## config.mk

```make
export PLATFORM = sky130hd
export DESIGN_NAME = radix2_divider
export DESIGN_NICKNAME = d
export VERILOG_FILES = /design/src/rtl/radix2_divider.sv
export SDC_FILE = /design/constraint.sdc
export NUM_CORES = 1
export LEC_CHECK = 0
export CORE_UTILIZATION = 35
export DETAILED_ROUTE_END_ITERATION = 16
export GPL_TIMING_DRIVEN = 0
export MAX_ROUTING_LAYER = met4
export PLACE_DENSITY = 0.63
export SLEW_MARGIN = 30
export SYNTH_ARGS = -nofsm -noshare
export SYNTH_HDL_FRONTEND = slang
export SYNTH_SLANG_ARGS = --single-unit
```

## constraint.sdc

```tcl
create_clock -name clk -period 4.7 [get_ports clk]
set_clock_uncertainty 0.2 [all_clocks]
set_input_delay 0.47 -clock clk [delete_from_list [all_inputs] [get_ports clk]]
set_output_delay 0.47 -clock clk [all_outputs]
set_load 0.1 [all_outputs]
```

## src/rtl/radix2_divider.sv

```systemverilog
// Sequential restoring divider: 2*WIDTH-bit dividend / WIDTH-bit divisor, one quotient bit per cycle.
// Define DIV_SIGNED_EN for two's-complement operands; the default build divides unsigned values.
module radix2_divider #(
  parameter int WIDTH = 32
) (
  input  logic               clk,
  input  logic               rst_n,
  input  logic               Initial,
  input  logic [2*WIDTH-1:0] dividend,
  input  logic [WIDTH-1:0]   divisor,
  output logic [WIDTH-1:0]   quotient,
  output logic [WIDTH-1:0]   remainder,
  output logic               busy,
  output logic               done,
  output logic               div_zero,
  output logic               overflow,
  output logic [1:0]         dbg_state
);

  // Handshake: Initial is a start request honoured only in IDLE; operands are captured on
  // that edge. done pulses for one cycle when quotient/remainder/flags are updated.
  localparam logic [1:0] S_IDLE = 2'd0;
  localparam logic [1:0] S_CALC = 2'd1;
  localparam logic [1:0] S_FIX  = 2'd2;

  localparam int CW = $clog2(WIDTH + 1);
  localparam logic [CW-1:0] CNT_INIT = CW'(WIDTH);
  localparam logic [CW-1:0] CNT_ONE  = CW'(1);

  logic [1:0]       state;
  logic [WIDTH-1:0] pr;
  logic [WIDTH-1:0] lo;
  logic [WIDTH-1:0] dv;
  logic [CW-1:0]    count;
  logic             neg_q;
  logic             neg_r;
  logic             dz_pend;
  logic             ov_pend;

  logic               dvd_neg;
  logic               dvs_neg;
  logic [2*WIDTH-1:0] dvd_mag;
  logic [WIDTH-1:0]   dvs_mag;
  logic               start_dz;
  logic               start_ov;

  logic [WIDTH:0]     shifted;
  logic [WIDTH:0]     diff;
  logic               take;

  logic [WIDTH-1:0]   q_fix;
  logic [WIDTH-1:0]   r_fix;
  logic               range_ov;
  logic               fix_ov;
  logic               fix_err;

`ifdef DIV_SIGNED_EN
  localparam logic [WIDTH-1:0] HALF = {1'b1, {(WIDTH-1){1'b0}}};
  assign dvd_neg = dividend[2*WIDTH-1];
  assign dvs_neg = divisor[WIDTH-1];
  // Positive results must stay below 2^(WIDTH-1); negative ones may reach it exactly.
  assign range_ov = neg_q ? (lo > HALF) : lo[WIDTH-1];
`else
  assign dvd_neg  = 1'b0;
  assign dvs_neg  = 1'b0;
  assign range_ov = 1'b0;
`endif

  // Negation in the full 2*WIDTH width keeps -2^(2*WIDTH-1) representable as a magnitude.
  assign dvd_mag  = dvd_neg ? -dividend : dividend;
  assign dvs_mag  = dvs_neg ? -divisor : divisor;
  assign start_dz = (dvs_mag == '0);
  assign start_ov = !start_dz && (dvd_mag[2*WIDTH-1:WIDTH] >= dvs_mag);

  // pr < dv holds every step, so a successful trial difference always fits in WIDTH bits.
  assign shifted = {pr, lo[WIDTH-1]};
  assign diff    = shifted - {1'b0, dv};
  assign take    = ~diff[WIDTH];

  assign q_fix   = neg_q ? -lo : lo;
  assign r_fix   = neg_r ? -pr : pr;
  assign fix_ov  = ov_pend | range_ov;
  assign fix_err = dz_pend | fix_ov;

  assign dbg_state = state;

  always_ff @(posedge clk) begin
    if (!rst_n) begin
      state     <= S_IDLE;
      pr        <= '0;
      lo        <= '0;
      dv        <= '0;
      count     <= '0;
      neg_q     <= 1'b0;
      neg_r     <= 1'b0;
      dz_pend   <= 1'b0;
      ov_pend   <= 1'b0;
      quotient  <= '0;
      remainder <= '0;
      busy      <= 1'b0;
      done      <= 1'b0;
      div_zero  <= 1'b0;
      overflow  <= 1'b0;
    end else begin
      done <= 1'b0;
      case (state)
        S_IDLE: begin
          if (Initial) begin
            pr       <= dvd_mag[2*WIDTH-1:WIDTH];
            lo       <= dvd_mag[WIDTH-1:0];
            dv       <= dvs_mag;
            neg_q    <= dvd_neg ^ dvs_neg;
            neg_r    <= dvd_neg;
            dz_pend  <= start_dz;
            ov_pend  <= start_ov;
            count    <= CNT_INIT;
            div_zero <= 1'b0;
            overflow <= 1'b0;
            busy     <= 1'b1;
            state    <= (start_dz || start_ov) ? S_FIX : S_CALC;
          end
        end
        S_CALC: begin
          pr    <= take ? diff[WIDTH-1:0] : shifted[WIDTH-1:0];
          lo    <= {lo[WIDTH-2:0], take};
          count <= count - CNT_ONE;
          if (count == CNT_ONE) state <= S_FIX;
        end
        S_FIX: begin
          quotient  <= fix_err ? '0 : q_fix;
          remainder <= fix_err ? '0 : r_fix;
          div_zero  <= dz_pend;
          overflow  <= fix_ov;
          done      <= 1'b1;
          busy      <= 1'b0;
          state     <= S_IDLE;
        end
        default: state <= S_IDLE;
      endcase
    end
  end

endmodule

```

==> deck_impl_summary.md, run 1 <==
Synthesis and Place & Route Summary

Power
  • P_clk: roughly 0.0015 W
  • Pwr/cell area: roughly 430 mW/mm^2
  • Pwr Total: around 0.0053 W
  • Static Leak: 5.300 nW
  • Comb. pwr: roughly 0.0021 W
  • Gate power share: 40.0%
  • Switching Share: just over 40%
  • NetSw: roughly 0.0022 W
  • Total sequential power: between 0.0015 and 0.002 W
  • Cell Int Power: 0.003195 W
  • Biggest consumer: combinational cells
  • Peak VDD IR: 0.2792 mV
  • Clk pwr share: between 20% and 30%
  • Part of the power in registers: around 33%

Critical path
  • Slowest cell on crit path: a221oi_2
  • Worst path top cell family by delay: AND-OR/OR-AND gates
  • Most common cell type on the critical path: inv_1
  • Crit path capture: pr[30]$_SDFFE_PN0P_
  • RR Endpoint: pr[30]$_SDFFE_PN0P_
  • CP Max Fanout: 10
  • Worst path bufs/invs: 3
  • Cells on worst reg2reg path: 13
  • Critical path endpoint category: flop
  • Crit. path cell count: 13
  • Worst reg2reg setup slack: around 1.1 ns
  • Crit Path Category: reg -> reg
  • Worst path required time: 4.83 ns
  • CP peak stage delay: between 0.4 and 0.5 ns
  • Setup crit start kind: flop
  • CP cell instances: inv_1, ha_1, inv_1, fa_1, a21o_1, a221oi_2, or3_4, a2111oi_4, o2111a_1, nor3_4, buf_2, o22ai_1, a31o_1
  • Launch point of the worst path: lo[31]$_SDFFE_PN0P_
  • Worst endpoint data arrival time: 3.73 ns
  • Worst reg2reg startpoint: lo[31]$_SDFFE_PN0P_

Floorplan
  • Core area: ~0.027 mm^2
  • Die Wd: between 150 and 200 um
  • Die Span Y: 167.7 um
  • # rows: 60
  • Chip area: approximately 0.028 mm^2
  • Well Taps: between 300 and 400
  • Io pins: ~170
  • Pre-Place Util: around 36%

CTS
  • Post-CTS Hold Buffers: 0
  • Clock transition at path regs: 0.08 ns
  • Clk root buf: clkbuf_16
  • TritonCTS Buffers: 17
  • Post-cts sizing count: 0
  • H-tree depth: 4
  • Late-Pin Clk Latency: roughly 0.44 ns
  • Post-CTS setup buffers: 0
  • CTS tree: done
  • Clk sink count: 174
  • CTS Buffer Depth: 2

Finish
  • Comb area: 0.005569 mm^2
  • Clk tree area frac: between 4 and 5%
  • Non-Clock Inverter Count: between 70 and 80
  • Flip-flops: 174
  • Mi-comb count: around 840
  • Leading cell kind: multi-input combinational cells
  • Data buffer area share: 15.97%
  • Nets: between 1500 and 2000
  • Logic share of the area: 45.16%
  • Seq/total area: 28.24%
  • Non-clk bufs: 240
  • Most frequent logic cells in the routed design: nand2_1 (217), dfxtp_1 (174), clkdlybuf4s50_1 (168), inv_1 (72), nand3_1 (70)
  • Layout cells sized above 1: under 10%
  • Post-route insts no fill: ~1700
  • Clock Buffer Count: 17
  • Most numerous logic cell after layout: nand2_1
  • Final std cell area, no fill: roughly 0.012 mm^2
  • Antenna fix cells: 0
  • Layout area overhead: 28.33%
  • Storage cell area: between 0.003 and 0.004 mm^2
  • Post-layout util: between 40% and 50%
  • Fill count: about 2600

Routing
  • Vias per inst: between 5 and 6
  • 1st-iter DRT viols: approximately 790
  • TritonRoute pass-1 iters: 5
  • Total Routed Length: 31130 um
  • Wire length on met1: 14690 um
  • Via Count: approximately 9000
  • WL met2: about 14000 um
  • WL met3: roughly 1600 um
  • Top Metal Used: met4
  • Post-DRT Antenna Nets: 0
  • DRC: 0

Yosys
  • Most common cell in the netlist: nand2_1
  • Synthesized instance count: 1158
  • Flip-flops with a built-in enable: 0
  • Register area share after synthesis: between 30% and 40%
  • Top FF cell, synth: dfxtp_1
  • Chip Area, Yosys: 0.009610 mm^2
  • Number of cells in Yosys stat: approximately 1200
  • Registers, synthesis: 174
  • Post-synth top area share: 36.25%
  • Synth Area in Adders: between 8 and 9%
  • Synth area leaders: dfxtp_1 (36%), ha_1 (8.6%), nand2_1 (8.5%)
  • Synth unique cells: 63
  • MUX area fraction: 2.708%
  • Synthesis Warnings: 0
  • Simple share: 19.27%
  • Top logic family: AND-OR/OR-AND gates
  • Top cells by count: nand2_1 (217), dfxtp_1 (174), inv_1 (72)
  • Mapped cell area: a little under 0.01 mm^2
  • Synth Net Count: approximately 1300
  • Avg Synthesized Cell Area: just over 8 um^2
  • Aoi share: approximately a quarter
  • Xor+xnor area frac: about 2.6%
  • Post-synth top area cell: dfxtp_1
  • Async set-reset flop share out of synthesis: 0%

Worst hold path
  • WHS Endpoint: dv[4]$_SDFFE_PN0P_
  • Worst hold path cell count: 2
  • Hold path start: dv[4]$_SDFFE_PN0P_
  • Hold Crit Class: reg -> reg

STA
  • Slew Limit Fails: 0
  • Tmin final: about 3.6 ns
  • Total negative slack: 0 ns
  • Period utilisation layout: between 70 and 80%
  • RSZ-0062 raised after global routing: false
  • Slew HR: a little under a third
  • Worst Max-Slew Pin Slew: between 1 and 1.5 ns
  • FMAX: ~280 MHz
  • Worst hold slack: between 0.2 and 0.3 ns
  • Final setup margin: 1.098 ns
  • Endpoints failing hold: 0
  • Final setup vio count: 0

Global route
  • Largest net degree at the start of global routing: 21
  • Global-route wire length before repair: just under 50000 um
  • Total GRT Usage: 22.91%
  • Vias in the first global route: just under 9000
  • Initial antenna violation count: 0
  • Grt total ovfl: 0

Flow run
  • Tool warnings: 27
  • MaxCap Viol Count: 0

Placement
  • Global placement routability congestion: between 0.9 and 1
  • DP Area: approximately 0.012 mm^2
  • IO buf count: roughly 170
  • Pre-CTS setup slack: 1.137 ns
  • Detailed placement HPWL: approximately 24000 um
  • Placed cell count: about 1700

Run status
  • Status: finished clean
Figure 1. Layout detail (run 1).
Scale bar: 5 um. Region (116, 116) to (136, 136) um. Cells in gray, sequential cells in the stronger gray; small squares are vias.
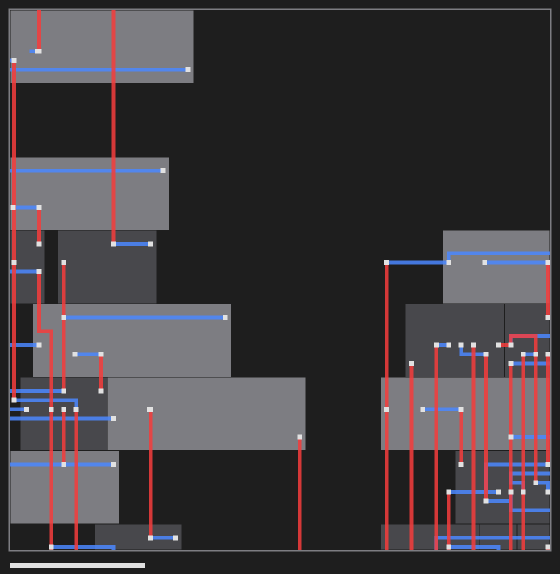
- red: met2
- blue: met1
- sequential cells in the window: 7
- netlist names of flops here include: `remainder` (4)
- most frequent: dfxtp_1 (7), o211a_1 (2), a22o_1 (2)
- cells with their middle in the window: 12

Figure 2. Signal metal coverage by tile (run 1).
34 x 34 tiles, from white (low) to dark blue (high), scaled to the fullest tile. Values are wire area over tile area, all layers added.
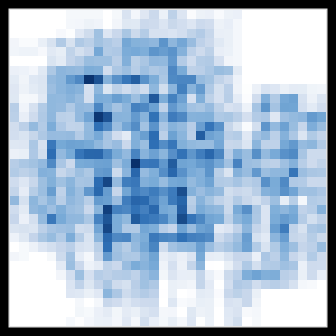
- fullest tile: 0.59
- mean over tiles: 0.17
- emptiest ninth of the die: north-east
- densest ninth of the die: center
- nearly empty tiles: 16%
- tiles over half the peak: 17%

Figure 3. Routing congestion map (run 1).
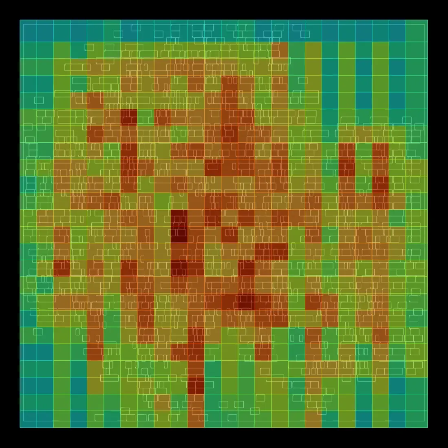
GR Util met3: 3.403%
WL/cell: 18.32 um
Top Usage Layer GRT: met2
met1 Track Usage GR: 29.75%
met2 GRT Util: 37.57%

## Run 2: what changed since run 1
Settings changed: PLACE_DENSITY 0.63 to 0.65.
Clock period 4.7 ns to 3 ns, I/O delays scaled along.
Figure 4. Metal layers overlaid (run 2).
Scale bar: 50 um. Two of the layers only.
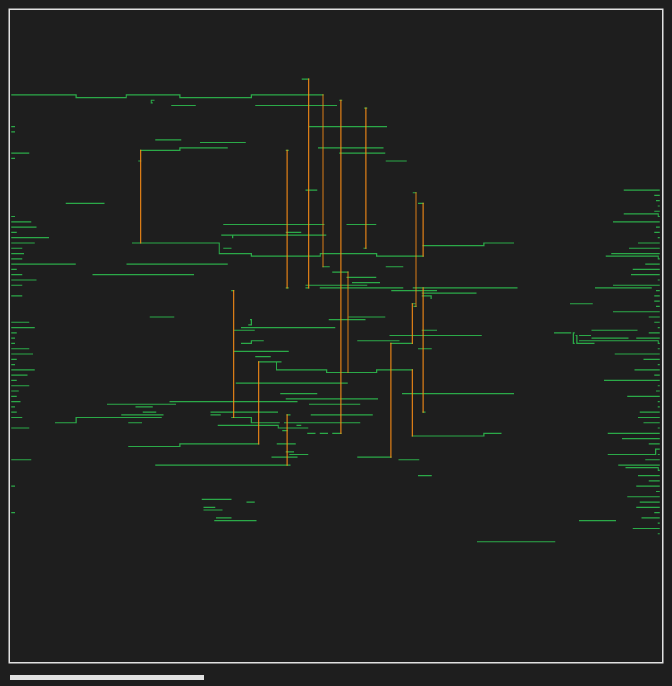
- green: met3 (wire length 1730 um)
- orange: met4 (wire length 503 um)

==> deck_impl_summary.md, run 2 <==
Synthesis and Place & Route Summary

Finish
  • Flip-flops: 174 (unchanged)
  • Most numerous logic cell after layout: nand2_1 (unchanged)
  • Non-Clock Inverter Count: 72 (unchanged)
  • Clk tree area frac: 5.026% (was 4.981%)
  • Fill count: 2615 (was 2634)
  • Comb area: 0.005818 mm^2 (was 0.005569 mm^2)
  • Most frequent logic cells in the routed design: nand2_1 (215), dfxtp_1 (168), clkdlybuf4s50_1 (168), inv_1 (70), a22o_1 (69) (was nand2_1 (217), dfxtp_1 (174), clkdlybuf4s50_1 (168), inv_1 (72), nand3_1 (70))
  • Antenna fix cells: 0 (unchanged)
  • Data buffer area share: 16.93% (was 15.97%)
  • Mi-comb count: 840 (unchanged)
  • Nets: 1525 (was 1511)
  • Leading cell kind: multi-input combinational cells (unchanged)
  • Non-clk bufs: 254 (was 240)
  • Seq/total area: 27.23% (was 28.24%)
  • Storage cell area: 0.003491 mm^2 (was 0.003483 mm^2)
  • Final std cell area, no fill: 0.01282 mm^2 (was 0.01233 mm^2)

Yosys
  • MUX area fraction: 2.708% (unchanged)
  • Most common cell in the netlist: nand2_1 (unchanged)
  • Registers, synthesis: 174 (unchanged)
  • Top logic family: AND-OR/OR-AND gates (unchanged)
  • Avg Synthesized Cell Area: 8.299 um^2 (unchanged)
  • Async set-reset flop share out of synthesis: 0% (unchanged)
  • Flip-flops with a built-in enable: 0 (unchanged)
  • Top cells by count: nand2_1 (217), dfxtp_1 (174), inv_1 (72) (unchanged)
  • Xor+xnor area frac: 2.643% (unchanged)
  • Aoi share: 24.53% (unchanged)
  • Mapped cell area: 0.009610 mm^2 (unchanged)
  • Synth area leaders: dfxtp_1 (36%), ha_1 (8.6%), nand2_1 (8.5%) (unchanged)
  • Synth Area in Adders: 8.801% (unchanged)
  • Synthesis Warnings: 0 (unchanged)
  • Post-synth top area share: 36.25% (unchanged)
  • Synth Net Count: 1324 (unchanged)
  • Synth unique cells: 63 (unchanged)

Critical path
  • Worst reg2reg setup slack: -0.22 ns (was 1.10 ns)
  • Cells on worst reg2reg path: 11 (was 13)
  • Crit Path Category: reg -> reg (unchanged)
  • CP cell instances: ha_1, a21o_1, a221oi_4, or3_4, a2111oi_4, nor4_2, nor3_4, buf_6, clkbuf_16, mux2i_1, a21oi_1 (was inv_1, ha_1, inv_1, fa_1, a21o_1, a221oi_2, or3_4, a2111oi_4, o2111a_1, nor3_4, buf_2, o22ai_1, a31o_1)
  • RR Endpoint: pr[18]$_SDFFE_PN0P_ (was pr[30]$_SDFFE_PN0P_)
  • Critical path endpoint category: flop (unchanged)
  • Worst endpoint data arrival time: 3.34 ns (was 3.73 ns)
  • Setup crit start kind: flop (unchanged)
  • Worst reg2reg startpoint: pr[1]$_SDFFE_PN0P_ (was lo[31]$_SDFFE_PN0P_)
  • Worst path top cell family by delay: simple AND/OR/NAND/NOR gates (was AND-OR/OR-AND gates)
  • Slowest cell on crit path: a2111oi_4 (was a221oi_2)
  • CP peak stage delay: 0.43 ns (was 0.41 ns)
  • Launch point of the worst path: pr[1]$_SDFFE_PN0P_ (was lo[31]$_SDFFE_PN0P_)
  • Worst path bufs/invs: 2 (was 3)

Placement
  • DP Area: 0.01173 mm^2 (was 0.01172 mm^2)
  • Pre-CTS setup slack: -0.4323 ns (was 1.137 ns)
  • IO buf count: 168 (unchanged)
  • Placed cell count: 1667 (unchanged)
  • Global placement routability congestion: 0.9047 (was 0.9150)
  • Detailed placement HPWL: 24330 um (was 24120 um)

Power
  • Part of the power in registers: 29.9% (was 32.5%)
  • Peak VDD IR: 0.3309 mV (was 0.2792 mV)
  • Comb. pwr: 0.00405 W (was 0.00214 W)
  • Cell Int Power: 0.005487 W (was 0.003195 W)
  • Gate power share: 44.1% (was 40.0%)
  • NetSw: 0.003690 W (was 0.002150 W)

Global route
  • Global-route wire length before repair: 49840 um (was 48850 um)
  • Largest net degree at the start of global routing: 23 (was 21)
  • Total GRT Usage: 23.52% (was 22.91%)
  • Met2 GRT Util: 37.66% (was 37.57%)
  • GR Util met3: 3.782% (was 3.403%)

Routing
  • WL met2: 14950 um (was 14480 um)
  • WL/cell: 18.95 um (was 18.32 um)
  • DRC: 0 (unchanged)
  • WL met3: 1730 um (was 1636 um)
  • TritonRoute pass-1 iters: 6 (was 5)
  • Post-DRT Antenna Nets: 0 (unchanged)
  • 1st-iter DRT viols: 770 (was 789)

Run status
  • Status: finished with violations (was finished clean)
  • Failing checks: negative setup slack

CTS
  • H-tree depth: 4 (unchanged)
  • Post-cts sizing count: 47 (was 0)
  • Post-CTS setup buffers: 16 (was 0)
  • Clk root buf: clkbuf_16 (unchanged)
  • Late-Pin Clk Latency: 0.46 ns (was 0.44 ns)
  • CTS Buffer Depth: 2 (unchanged)
  • Clock transition at path regs: 0.08 ns (about the same)

Worst hold path
  • WHS Endpoint: dv[7]$_SDFFE_PN0P_ (was dv[4]$_SDFFE_PN0P_)
  • Hold path start: divisor[7] (was dv[4]$_SDFFE_PN0P_)
  • Worst hold path cell count: 3 (was 2)

Floorplan
  • Pre-Place Util: 35.66% (unchanged)
  • Die Span Y: 167.7 um (unchanged)
  • Io pins: 169 (unchanged)
  • Chip area: 0.02813 mm^2 (unchanged)
  • Die Wd: 167.7 um (unchanged)
  • # rows: 60 (unchanged)

STA
  • Final setup vio count: 32 (was 0)
  • Slew HR: 29.85% (was 31.61%)
  • Period utilisation layout: 107.2% (was 76.64%)
  • Worst Max-Slew Pin Slew: 1.049 ns (was 1.023 ns)
  • Total negative slack: -4.595 ns (was 0 ns)
  • Final setup margin: -0.2157 ns (was 1.098 ns)
  • Slew Limit Fails: 0 (unchanged)
Power figures rest on the tool's default switching activity, not on a simulated workload.
